Design datamem_arbiter, sky130hd; sources not shown.
Track usage over the die:
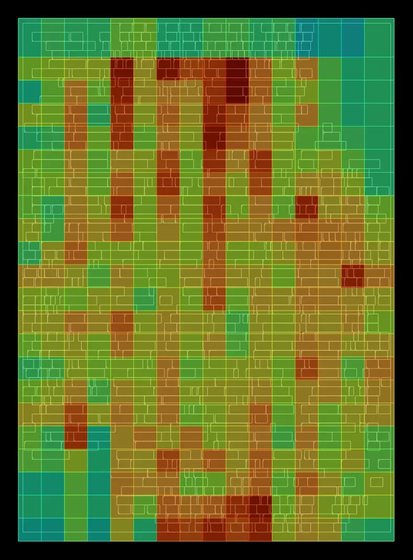
met3 usage in global routing: 3.10%
Routed WL per cell: 19.7 um
met2 usage: 40.0%
Core Util, Final: 67.6%

Placed cells, one color a class:
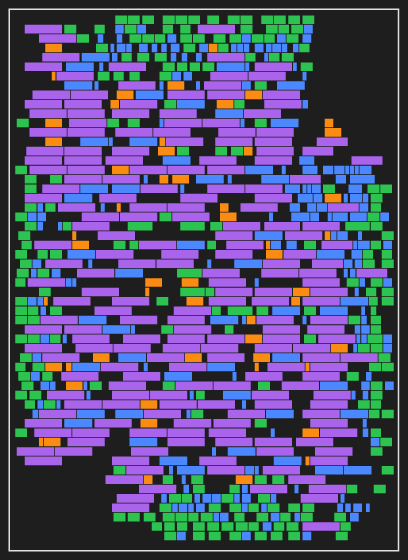
- all other logic: blue (cells 233)
- flip-flops: purple (cells 206)
- clock drivers and dummy loads: orange (cells 53)
- other buffers and delay cells: green (cells 218)
Seq/total area: 54.3%
area of the core: 16,700 um^2
Post-Layout Inst Area: 11,300 um^2
row count: 56

Wire density map:
Scale bar: 20 um. 22 x 31 tiles, from dark blue (low) to red (high), scaled to the fullest tile. Values are wire area over tile area, all layers added.
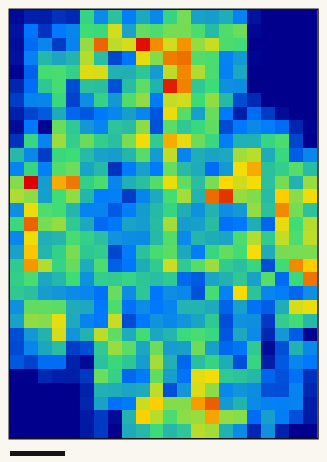
- nearly empty tiles: 9.5%
- emptiest ninth of the die: top right
- tiles over half the peak: 28%
- mean over tiles: 0.17
via count: 5,045
Global Route Usage Sum: 21.1%
total wire length: 18,000 um

==> results.sh <==
# physical design summary
export IMPL_r2r_slack_ns=1.56
export IMPL_grt_use_met1_pct=23.1
export IMPL_cts_buffers=31
export IMPL_cp_slowest_cell="or3_2"
export IMPL_grt_pass1_wl_um=28000
export IMPL_status="finished clean"
export IMPL_sw_frac_of_total_pct=29.8
export IMPL_cp_required_ns=3.24
export IMPL_dp_cells=860
export IMPL_avgViaCountPerCell=5.52
export IMPL_hp_class="flop to flop"
export IMPL_internal_power_mw=4.59
export IMPL_p_comb_mw=2.02
export IMPL_crit_fanout=51
export IMPL_postCtsHoldBufs=0
export IMPL_synthMuxAreaShare_pct=13.2
export IMPL_pre_cts_ws_ns=0.305
export IMPL_grt_pass1_vias=5520
export IMPL_fin_crit_ns=3.48
export IMPL_cts_setup_buffers=0
export IMPL_synth_cells=468
export IMPL_ys_cells=468
export IMPL_signal_buffers=218
export IMPL_worst_pin_slew_ns=0.621
export IMPL_cp_num_buf_inv=4
export IMPL_met1_length_um=6440
export IMPL_insertion_delay_ns=0.53
export IMPL_flops=206
export IMPL_largest_reg_flops=196
export IMPL_synth_cell_types=31
export IMPL_synthAdderAreaFrac_pct=0.968
export IMPL_design_die_area_um2=17600
export IMPL_nNetsFinal=847
export IMPL_drtPass1Iterations=5
export IMPL_layout_drive_gt1_share_pct=16.8
export IMPL_p_leak_nw=4.10
export IMPL_clock_sinks=206
export IMPL_seqPwrFrac_pct=46.0
export IMPL_synth_simple_area_share_pct=1.16
export IMPL_fp_util_pct=50.9
export IMPL_yosys_warnings=0
export IMPL_path_depth=6
export IMPL_placed_cell_area_um2=10800
export IMPL_bufAreaShareNonClock_pct=19.1
export IMPL_cp_end_kind="primary output"
export IMPL_synth_nets=625
export IMPL_comb_area_um2=2000
export IMPL_ios=205
export IMPL_setup_viol_count_final=0
export IMPL_log_warning_count=29
export IMPL_cts_max_path_buffers=3
export IMPL_dominant_cell_class="sequential cells"
export IMPL_relSlewSlack_pct=58.6
export IMPL_most_common_cell="edfxtp_1"
export IMPL_synth_area_leader_cell="edfxtp_1"
export IMPL_top_cells_by_count="edfxtp_1, inv_1, mux4_2"
export IMPL_ys_sh_aoi_pct=7.41
export IMPL_busiest_layer="met2"
export IMPL_inverters_excl_clock=56
export IMPL_worst_hold_slack_ns=0.524
export IMPL_hold_depth=1
export IMPL_dpl_hpwl_um=12100
export IMPL_ys_area_um2=8530
export IMPL_ir_drop_uv=345
export IMPL_power_frac_comb_pct=30.9
export IMPL_ctsHtreeMaxLevel=1
export IMPL_drc=0
export IMPL_top_cells_by_area="edfxtp_1, mux4_2, a22oi_1"
export IMPL_overflow=0
export IMPL_p_clk_mw=1.51
export IMPL_gp_congestion=0.751
export IMPL_xor_share_pct=0.616
export IMPL_maxPowerGroup="sequential cells"
export IMPL_synth_seq_cells=206
export IMPL_cp_arrival_ns=2.67
export IMPL_hold_violations=0
export IMPL_root_buffer="clkbuf_8"
export IMPL_cp_top_family="buffers and inverters"
export IMPL_grt_antenna_before_repair=1
export IMPL_clkbuf_count=38
export IMPL_synthTopLogicFamily="multiplexers"
export IMPL_fmax_ghz=0.287
export IMPL_setup_tns_final_ns=0
export IMPL_dr_wl_met3_um=1140
export IMPL_synthArstFlopShare_pct=4.85
export IMPL_powerSeq_mw=3.01
export IMPL_ff2ff_path_depth=10
export IMPL_synth_seq_share_pct=72.0
export IMPL_drv_slew=0
export IMPL_powerDensity_nw_per_um2=578
export IMPL_fp_dieW_um=112
export IMPL_edf_count=196
export IMPL_top_cell_area_share_pct=69.0
export IMPL_postRouteAntennaNets=0
export IMPL_logic_gate_count=177
export IMPL_finalNonFillerCells=914
export IMPL_clk_pin_slew_worst_paths_ns=0.06
export IMPL_io_buffers=204
export IMPL_die_height_um=157
export IMPL_power_switching_mw=1.95
export IMPL_rsz0062_at_grt="false"
export IMPL_worst_slack_ns=0.568
export IMPL_grt_max_degree=52
export IMPL_clkPwrFrac_pct=23.0
export IMPL_flop_area_um2=6140
export IMPL_ff_type="edfxtp_1"
export IMPL_cts_resized=49
export IMPL_tap_cells=203
export IMPL_cts_tree="yes"
export IMPL_fillers=1139
export IMPL_fin_skew_ns=0.00941
==> layout by cell type (no fill, tap or decap), types with 2 or more instances in the layout <==
| cell | instances |
|---|---|
| clkinv_2 | 3 |
| edfxtp_1 | 196 |
| buf_12 | 6 |
| dfrtp_1 | 8 |
| xor2_1 | 3 |
| nor2_1 | 2 |
| a22oi_1 | 48 |
| xnor2_1 | 3 |
| clkinv_1 | 10 |
| clkbuf_4 | 7 |
| clkbuf_8 | 31 |
| o21ai_1 | 48 |
| ha_1 | 5 |
| clkinvlp_4 | 2 |
| inv_1 | 56 |
| and3_2 | 4 |
| clkdlybuf4s50_1 | 153 |
| buf_4 | 8 |
| dlygate4sd2_1 | 49 |
| mux4_2 | 49 |
